Figure 1. Routing congestion map (run 1).
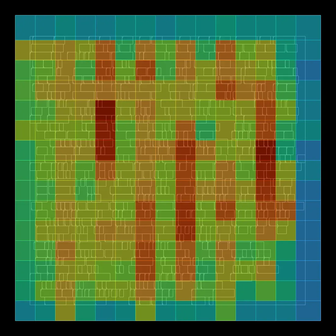
Figure 2. Cells by drive strength (run 1).
(4 px per um)
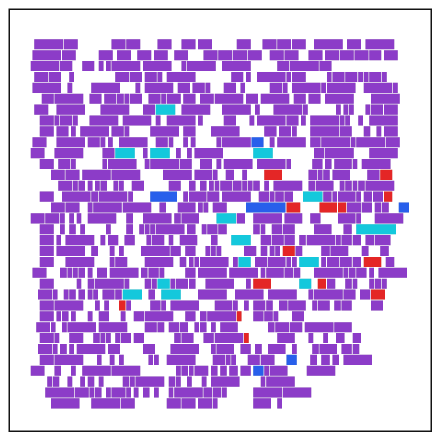
Figure 3. Placement by cell class (run 1).
(4 px per um) Fill, decap, tap and diode cells in grey.
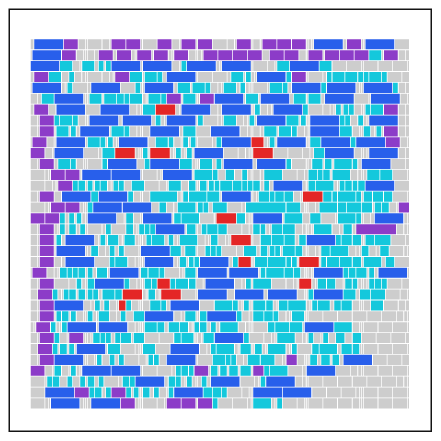
Figure 4. Signal wires on met3 (run 1).
(4 px per um)
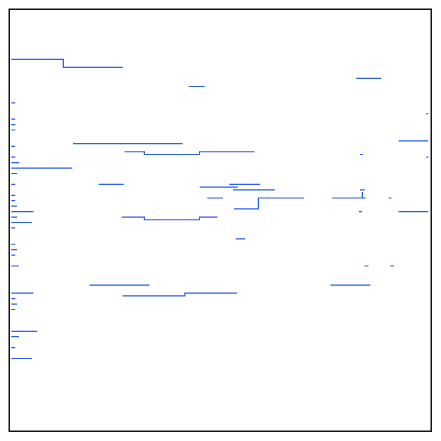
==> src/rtl/seg_bcd_display.sv <==
// Sequential double-dabble seven-segment driver. It snapshots CHANNELS binary values and
// converts them one channel at a time into registered active-low gfedcba digit codes.

module seg_bcd_digit (
  input  logic [3:0] nib,
  input  logic       blank,
  input  logic       dash,
  output logic [6:0] seg
);
  always_comb begin
    seg = 7'b1111111;
    if (dash) seg = 7'b0111111;
    else if (!blank) begin
      case (nib)
        4'd0:    seg = 7'b1000000;
        4'd1:    seg = 7'b1111001;
        4'd2:    seg = 7'b0100100;
        4'd3:    seg = 7'b0110000;
        4'd4:    seg = 7'b0011001;
        4'd5:    seg = 7'b0010010;
        4'd6:    seg = 7'b0000010;
        4'd7:    seg = 7'b1111000;
        4'd8:    seg = 7'b0000000;
        4'd9:    seg = 7'b0010000;
        default: seg = 7'b1111111;
      endcase
    end
  end
endmodule

module seg_bcd_display #(
  parameter int CHANNELS = 3,
  parameter int WIDTH    = 8,
  parameter int DIGITS   = 2,
  parameter int BLANK_LZ = 1
) (
  input  logic                         clock,
  input  logic                         reset,
  input  logic [CHANNELS*WIDTH-1:0]    in_data,
  input  logic                         update,
  output logic                         busy,
  output logic                         done,
  output logic [CHANNELS*DIGITS*7-1:0] hex,
  output logic [CHANNELS-1:0]          overflow
);
  // ceil(WIDTH*log10(2)) nibbles hold any WIDTH-bit value
  localparam int NI_MIN = (WIDTH * 30103 + 99999) / 100000;
  localparam int NI     = (DIGITS > NI_MIN) ? DIGITS : NI_MIN;
  localparam int BW     = 4 * NI;
  localparam int CH_W   = (CHANNELS > 1) ? $clog2(CHANNELS) : 1;
  localparam int SC_W   = $clog2(WIDTH);

  typedef enum logic [1:0] {S_IDLE, S_LOAD, S_SHIFT, S_STORE} state_t;
  state_t state, state_nxt;

  logic [CHANNELS-1:0][WIDTH-1:0]        snap;
  logic [CH_W-1:0]                       ch_idx;
  logic [SC_W-1:0]                       sh_cnt;
  logic [WIDTH-1:0]                      bin_q, cur_val;
  logic [BW-1:0]                         bcd_q, bcd_adj;
  logic [CHANNELS-1:0][DIGITS-1:0][6:0]  hex_q;
  logic [CHANNELS-1:0]                   ovf_q;
  logic [DIGITS-1:0][6:0]                seg_w;
  logic [DIGITS-1:0]                     blank_w;
  logic                                  ovf_w, last_ch, last_bit;

  assign last_ch  = (ch_idx == CH_W'(CHANNELS - 1));
  assign last_bit = (sh_cnt == SC_W'(WIDTH - 1));
  assign busy     = (state != S_IDLE);
  assign hex      = hex_q;
  assign overflow = ovf_q;

  always_ff @(posedge clock) begin
    if (reset) state <= S_IDLE;
    else       state <= state_nxt;
  end

  always_comb begin
    state_nxt = state;
    case (state)
      S_IDLE:  if (update) state_nxt = S_LOAD;
      S_LOAD:  state_nxt = S_SHIFT;
      S_SHIFT: if (last_bit) state_nxt = S_STORE;
      S_STORE: state_nxt = last_ch ? S_IDLE : S_LOAD;
      default: state_nxt = S_IDLE;
    endcase
  end

  always_comb begin
    cur_val = '0;
    for (int c = 0; c < CHANNELS; c++)
      if (ch_idx == CH_W'(c)) cur_val = snap[c];
  end

  // add-3 correction applied before every shift
  always_comb begin
    bcd_adj = bcd_q;
    for (int n = 0; n < NI; n++)
      if (bcd_q[4*n +: 4] >= 4'd5) bcd_adj[4*n +: 4] = bcd_q[4*n +: 4] + 4'd3;
  end

  generate
    if (NI > DIGITS) begin : g_ovf
      assign ovf_w = |bcd_q[BW-1:4*DIGITS];
    end else begin : g_no_ovf
      assign ovf_w = 1'b0;
    end

    for (genvar d = 0; d < DIGITS; d++) begin : g_dig
      if (d == 0) begin : g_d0
        assign blank_w[d] = 1'b0;
      end else begin : g_dn
        assign blank_w[d] = (BLANK_LZ != 0) && (bcd_q[4*DIGITS-1:4*d] == '0);
      end
      seg_bcd_digit u_dig (
        .nib   (bcd_q[4*d +: 4]),
        .blank (blank_w[d]),
        .dash  (ovf_w),
        .seg   (seg_w[d])
      );
    end
  endgenerate

  always_ff @(posedge clock) begin
    if (reset) begin
      snap   <= '0;
      ch_idx <= '0;
      sh_cnt <= '0;
      bin_q  <= '0;
      bcd_q  <= '0;
      hex_q  <= '1;
      ovf_q  <= '0;
      done   <= 1'b0;
    end else begin
      done <= 1'b0;
      case (state)
        S_IDLE: begin
          if (update) begin
            snap   <= in_data;
            ch_idx <= '0;
          end
        end
        S_LOAD: begin
          bin_q  <= cur_val;
          bcd_q  <= '0;
          sh_cnt <= '0;
        end
        S_SHIFT: begin
          {bcd_q, bin_q} <= {bcd_adj, bin_q} << 1;
          sh_cnt         <= sh_cnt + 1'b1;
        end
        S_STORE: begin
          for (int c = 0; c < CHANNELS; c++) begin
            if (ch_idx == CH_W'(c)) begin
              hex_q[c] <= seg_w;
              ovf_q[c] <= ovf_w;
            end
          end
          ch_idx <= ch_idx + 1'b1;
          if (last_ch) done <= 1'b1;
        end
        default: ;
      endcase
    end
  end
endmodule
==> config.mk <==
export PLATFORM = sky130hd
export DESIGN_NAME = seg_bcd_display
export DESIGN_NICKNAME = d
export VERILOG_FILES = /design/src/rtl/seg_bcd_display.sv
export SDC_FILE = /design/constraint.sdc
export NUM_CORES = 1
export LEC_CHECK = 0
export ABC_AREA = 0
export ABC_CLOCK_PERIOD_IN_PS = 5700
export CAP_MARGIN = 20
export CORE_MARGIN = 5
export CORE_UTILIZATION = 55
export CTS_BUF_LIST = sky130_fd_sc_hd__clkbuf_8
export DETAILED_ROUTE_END_ITERATION = 12
export GPL_ROUTABILITY_DRIVEN = 0
export MAX_ROUTING_LAYER = met4
export PLACE_DENSITY_LB_ADDON = 0.1
export SYNTH_ARGS = -nofsm -noshare
export SYNTH_HDL_FRONTEND = slang
export SYNTH_SLANG_ARGS = --single-unit
==> constraint.sdc <==
create_clock -name clock -period 5.7 [get_ports clock]
set_input_delay 1.14 -clock clock [delete_from_list [all_inputs] [get_ports clock]]
set_output_delay 1.14 -clock clock [all_outputs]
set_load 0.005 [all_outputs]
==> Changelog: implementation, run 1 <==
### Metrics

- Number of diodes: 0
- Final hold viol count: 0
- Die area: 11,100 um^2
- Clock Path Buffers: 2
- Sequential area share after synthesis: 44.6%
- WP data arrival: 1.67 ns
- Worst-path cell chain: inv_1, ha_1, inv_1, clkdlybuf4s50_1
- Vias in the first global route: 3,967
- Die X: 105 um
- FILL cells: 757
- Normalized max-slew margin: 30.4%
- Largest net degree at the start of global routing: 117
- Crit-path max FO: 6
- Global-route wire length before repair: 19.2 mm
- Chip area line of the yosys report: 4980 um^2
- Final wirelength: 11.3 mm
- P_leak: 0.00225 uW
- Status: completed
- Setup violators final: 0
- Delay-heaviest family, CP: buffers and inverters
- Final nets: 677
Back to the opening pictures, Figure 1:
Final Core Density: 67.3%
Routed WL per cell: 15.2 um
GRT Overall Usage: 21.2%

Back to the opening pictures, Figure 2:
legend:
  red:
    size: x2
    cells: 14
  blue:
    size: x3 and x4
    cells: 6
  cyan:
    size: x6 and larger
    cells: 14
  purple:
    size: x1 and smaller
    cells: 596

Back to the opening pictures, Figure 3:
legend:
  purple:
    class: remaining buffers and delay cells
    cells: 76
  cyan:
    class: remaining logic cells
    cells: 428
  blue:
    class: registers
    cells: 111
  red:
    class: clock drivers and dummy loads
    cells: 15

Back to the opening pictures, Figure 4:
nets with wire on the layer: 48
longest straight run: 27.1 um
wire length on this layer: 326 um

-- run 1: power breakdown --
part           switching (uW)  internal [uW]
logic                     295            210
clock network             267            174
registers                44.7            854
-- run 1: through the flow --
| stage | hold slack (ns) | instances | total power (uW) | util, % |
|---|---|---|---|---|
| 2_1_floorplan | 0.436 | 579 | 1290 | - |
| 3_3_place_gp | 0.443 | 722 | 1410 | 64.9 |
| 3_5_place_dp | 0.451 | 722 | 1420 | 64.9 |
| 4_1_cts | 0.466 | 737 | 1850 | 66.9 |
| 5_1_grt | 0.480 | 738 | 1960 | 67.3 |
| 6_report | 0.462 | 738 | 1850 | 67.3 |
-- run 1: logic make-up (layout without fill, tap and decap cells) --
family	Yosys count	count (layout)	synth area share, %
AND/OR/NAND/NOR	226	226	20.6
buffers and inverters	61	112	4.95
XOR/XNOR	3	3	0.528
flip-flops	111	111	44.6
AND-OR/OR-AND	151	151	22.6
adder cells (fa/ha/maj)	24	24	6.03
multiplexers	3	3	0.603
-- run 1: cell type report --
type / count / area share [%]
Clock buffer: 10 / 2.33
Tap cell: 108 / 2.29
Clock inverter: 5 / 0.679
Inverter: 21 / 1.34
Multi-Input combinational cell: 407 / 42.6
Timing Repair Buffer: 76 / 13.1
Sequential cell: 111 / 37.7
-- run 1: placed cells by master, fill, tap and decap left out, types with 11 or more instances in the layout --
master	n
a21oi_1	49
nand2b_1	14
inv_1	19
ha_1	24
nor2_1	96
a211oi_1	11
a211o_1	43
clkdlybuf4s50_1	72
nand2_1	70
dfxtp_1	111
-- run 1: path summary, 6_finish.rpt --
path,startpoint,endpoint,slack (ns),cells after the start
max,state[1],busy,2.89,4
min,snap[20],snap[20],0.46,2
max reg2reg,state[1],register,3.01,10
min reg2reg,snap[20],snap[20],0.46,2
-- run 1: metal layers --
metal,share of wire (%),global-route usage (%),vias to the layer above
li1,-,-,2106
met4,1.0,3.93,0
met5,0,-,-
met3,2.9,3.88,12
met1,48,28.5,1978
met2,48,33.6,73
-- run 1: worst reg2reg max path, stage by stage, from the launching register on --
cell	delay, ns
dfxtp_1	0.41
inv_1	0.06
ha_1	0.27
buf_4	0.36
and2_1	0.37
a2bb2oi_1	0.19
or2_1	0.28
ha_1	0.23
mux2i_1	0.13
nor2_1	0.06
a311oi_1	0.24
Figure 5. Logic cells by family (run 1).
(4 px per um)
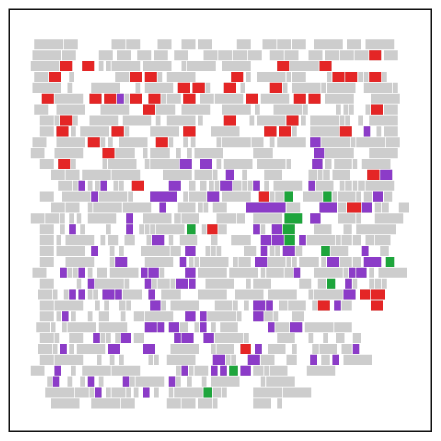

## Run 2: what changed since run 1
--- a/config.mk
+++ b/config.mk
@@ -6,7 +6,7 @@
 export NUM_CORES = 1
 export LEC_CHECK = 0
 export ABC_AREA = 0
-export ABC_CLOCK_PERIOD_IN_PS = 5700
+export ABC_CLOCK_PERIOD_IN_PS = 2900
 export CAP_MARGIN = 20
 export CORE_MARGIN = 5
 export CORE_UTILIZATION = 55
==> constraint.sdc (replaced) <==
create_clock -name clock -period 2.9 [get_ports clock]
set_input_delay 0.58 -clock clock [delete_from_list [all_inputs] [get_ports clock]]
set_output_delay 0.58 -clock clock [all_outputs]
set_load 0.005 [all_outputs]
Figure 6. Logic cells by family (run 2).
(4 px per um)
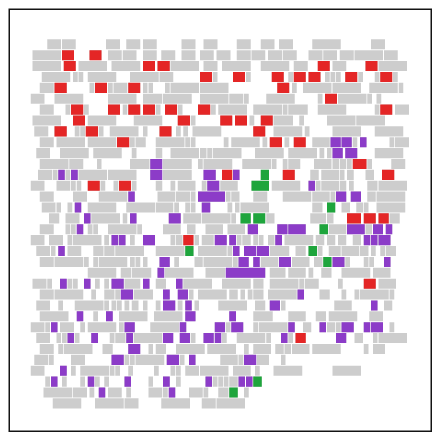
legend:
  purple:
    family: aoi and oai cells
    cells: 101
  green:
    family: and/or cells
    cells: 11
  red:
    family: non-inverting ao/oa cells
    cells: 50

==> Changelog: implementation, run 2 <==
### Metrics

- Largest net degree at the start of global routing: 36
- P_leak: 0.00227 uW
- Most numerous logic cell after layout: dfxtp_1
- Global-route wire length before repair: 19.3 mm
- Final hold viol count: 0
- Sequential area share after synthesis: 44.6%
- Vias in the first global route: 4,041
- WP data arrival: 2.72 ns
- Number of diodes: 0
- Crit-path max FO: 35
- Worst-path cell chain: inv_1, ha_1, buf_4, a2bb2oi_1, nor2_1, ha_1, nor3_1, a221oi_1
- GRT Overall Usage: 21.5%
- Clock Path Buffers: 2
- Setup violators final: 0
- Xor+xnor area frac: 0.528%
- Routed WL per cell: 15.4 um
- Final nets: 684
- Min-delay src: snap[11]
- Status: completed
- Critical path origin: state[1]
- Worst r2r src: state[1]
Figure 7. Cells by drive strength (run 2).
(4 px per um)
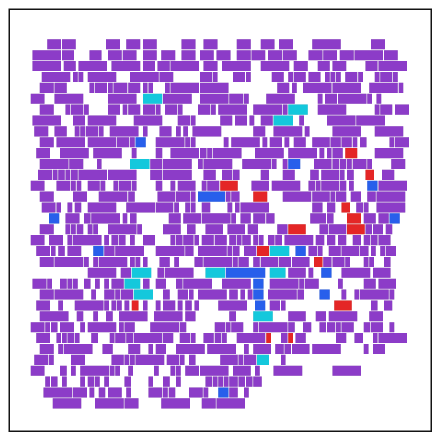
Non-Filler Cell Area, Final: 5930 um^2
Non-CTS buffers: 83
area grow syn2layout: 19.0%
final worst slack: 0.420 ns

-- run 2: per-layer routing --
metal	up-vias	global-route usage [%]	wire length (um)
met4	0	5.02	112
met1	1998	28.7	5470
met2	105	34.1	5340
met3	9	3.58	556
li1	2113	-	-
met5	-	-	0
-- run 2: area by class of cell --
type	instances	area share, %
clock inverter	6	0.887
multi-input combinational	407	42.4
timing repair buffer	83	13.6
sequential	111	37.5
inverter	21	1.33
clock buffer	9	2.09
tap	108	2.28
-- run 2: final timing paths --
check	to	slack, ns	depth (start not counted)
worst max-delay path	register	0.42	8
worst min-delay path	snap[11]	0.46	2
worst max register to register	register	0.42	8
worst min register to register	snap[11]	0.46	2
-- run 2: report_power, final --
group          total (uW)  internal, uW  switching (uW)
sequential           1770          1680            91.7
combinational        1020           429             592
clock                 873           324             549
total                3660          2430            1230
-- run 2: cells by family (layout without fill, tap and decap cells) --
| logic type | count (synthesis) | count (layout) |
|---|---|---|
| mux | 3 | 3 |
| fa+ha+maj | 24 | 24 |
| xor+xnor | 3 | 3 |
| compound gates | 151 | 151 |
| buf+inv | 61 | 119 |
| flops | 111 | 111 |
| simple gates | 226 | 226 |
-- run 2: per-stage QoR --
step                total power [uW]  cells  utilization (%)  hold WS [ns]  worst slack [ns]
floorplan                       2540    579                -         0.436             0.663
global route                    3880    745             67.6         0.491             0.224
CTS                             3680    745             67.6         0.466             0.456
detailed placement              2820    730             65.6         0.450             0.466
finish                          3660    745             67.6         0.465             0.420
global placement                2780    730             65.6         0.442             0.585
-- run 2: critical path, delay by kind of cell (launching register included) --
family                     cells  cell delay, ns
adders and majority gates      2            0.72
buffers and inverters          2            0.44
DFF                            1            0.41
AOI/OAI and AO/OA              2            0.47
and+or+nand+nor                2            0.30
## Run 3: what changed since run 2
--- a/config.mk
+++ b/config.mk
@@ -6,8 +6,6 @@
 export NUM_CORES = 1
 export LEC_CHECK = 0
 export ABC_AREA = 0
-export ABC_CLOCK_PERIOD_IN_PS = 2900
-export CAP_MARGIN = 20
 export CORE_MARGIN = 5
 export CORE_UTILIZATION = 55
 export CTS_BUF_LIST = sky130_fd_sc_hd__clkbuf_8
Figure 8. Placement by cell class (run 3).
(4 px per um) Fill, decap, tap and diode cells in grey.
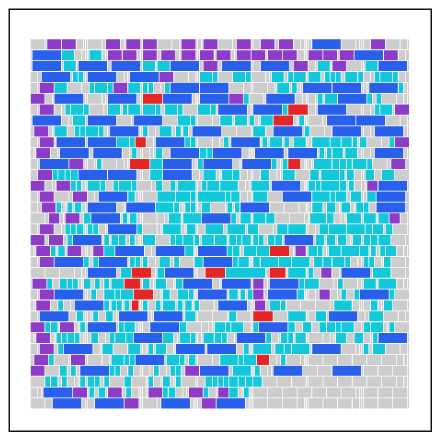
legend:
  purple:
    class: remaining buffers and delay cells
    cells: 83
  red:
    class: clock drivers and dummy loads
    cells: 15
  cyan:
    class: remaining logic cells
    cells: 428
  blue:
    class: registers
    cells: 111

Figure 9. Routing congestion map (run 3).
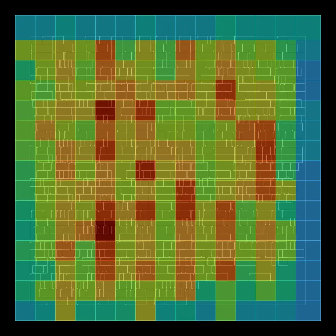
GR Util met3: 3.58%
met1 Use GR: 28.7%

==> Changelog: implementation, run 3 <==
### Metrics

- Status: completed
- DR WL met2: 5.34 mm
- Placed Cells incl. Taps: 730
- Die X: 105 um
- Final wirelength: 11.5 mm
- Clock share of power: 23.8%
- Flop pwr share: 48.3%
- Combinational fraction of design power: 27.9%
- P_leak: 0.00227 uW
- Dominant combinational family: AND-OR/OR-AND gates
- GRT Overall Usage: 21.5%
- Hold WS: 0.465 ns
- CP bufs+invs: 2
- Adder Share, Synth: 6.03%
- Normalized max-slew margin: 51.4%
- Power Total: 3660 uW
- Min-delay src: snap[11]
- Area fraction in mux cells: 0.603%
- Area grow syn2layout: 19.0%
- Die area: 11,100 um^2
- Final nets: 684
- Most numerous logic cell after layout: dfxtp_1
- R2R depth: 8
- Pre-CTS setup slack: 0.466 ns
- Top Layout Cells: dfxtp_1 (111), nor2_1 (96), clkdlybuf4s50_1 (72)
- Global-route wire length before repair: 19.3 mm
- Pwr Density: 618 nW/um^2
- Worst Hold End: snap[11]
- Crit-path max FO: 35
- Xor+xnor area frac: 0.528%
- R2r setup slk: 0.42 ns
- Vias in the first global route: 4,041
- Clock Path Buffers: 2
- Worst-path cell chain: inv_1, ha_1, buf_4, a2bb2oi_1, nor2_1, ha_1, nor3_1, a221oi_1
- Setup violators final: 0
- Simple-Gate Area Share: 20.6%
- Internal Power: 2430 uW
- WP data arrival: 2.72 ns
- Net Sw Frac: 33.7%
- Routed WL per cell: 15.4 um
- NetSw: 1230 uW
- Final std cells w/o fill: 745
- Max layer used: met4
- Final worst slack: 0.420 ns
- Complex Gates by Area: 22.6%
- Largest net degree at the start of global routing: 36
- Final hold viol count: 0
- Routed length on met3: 556 um
[run 3: layer usage]
layer,track usage (%),vias to the layer above
met4,5.02,0
met2,34.1,105
met3,3.58,9
met5,-,-
li1,-,2113
met1,28.7,1998
[run 3: kinds of logic (layout without fill, tap and decap cells)]
| family | after synthesis | count (layout) |
|---|---|---|
| AOI/OAI and AO/OA | 151 | 151 |
| xor gates and xnor gates | 3 | 3 |
| adders and majority gates | 24 | 24 |
| buffers and inverters | 61 | 119 |
| DFF | 111 | 111 |
| muxes | 3 | 3 |
| and+or+nand+nor | 226 | 226 |
[run 3: final cells by class]
cell class	count	area (um^2)	share of cell area, %
well taps	108	135	2.28
flip-flops and latches	111	2220	37.5
clock buffers	9	124	2.09
inverters	21	78.8	1.33
clock inverters	6	52.6	0.887
multi-input cells	407	2510	42.4
repair buffers	83	803	13.6
[run 3: power groups by stage]
stage	Combinational, uW	Clock (uW)	Sequential (uW)
finish	1020	873	1770
global route	1130	963	1790
CTS	1020	891	1770
detailed placement	1020	0	1800
global placement	986	0	1800
floorplan	755	0	1780
[run 3: stage by stage]
| step | area [um^2] | utilization (%) |
|---|---|---|
| floorplan | 4980 | - |
| global placement | 5750 | 65.6 |
| detailed placement | 5750 | 65.6 |
| CTS | 5930 | 67.6 |
| global route | 5930 | 67.6 |
| finish | 5930 | 67.6 |
[run 3: worst register-to-register path: cells and delay by family, from the launching register on]
family	cells	cell delay (ns)
AOI/OAI and AO/OA	2	0.48
adders and majority gates	2	0.72
buffers and inverters	2	0.44
DFF	1	0.41
and+or+nand+nor	2	0.30
[run 3: how the worst max path moves through the flow]
stage	slack [ns]	from	cells past startpoint	to
4_1_cts	0.46	state[1]	8	register
3_5_place_dp	0.47	state[1]	8	register
2_1_floorplan	0.66	reset	7	register
5_1_grt	0.22	state[0]	8	register
6_report	0.42	state[1]	8	register
3_3_place_gp	0.58	bcd_q[5]	10	register
No activity file was given, so power comes from the tool's default toggle rates.
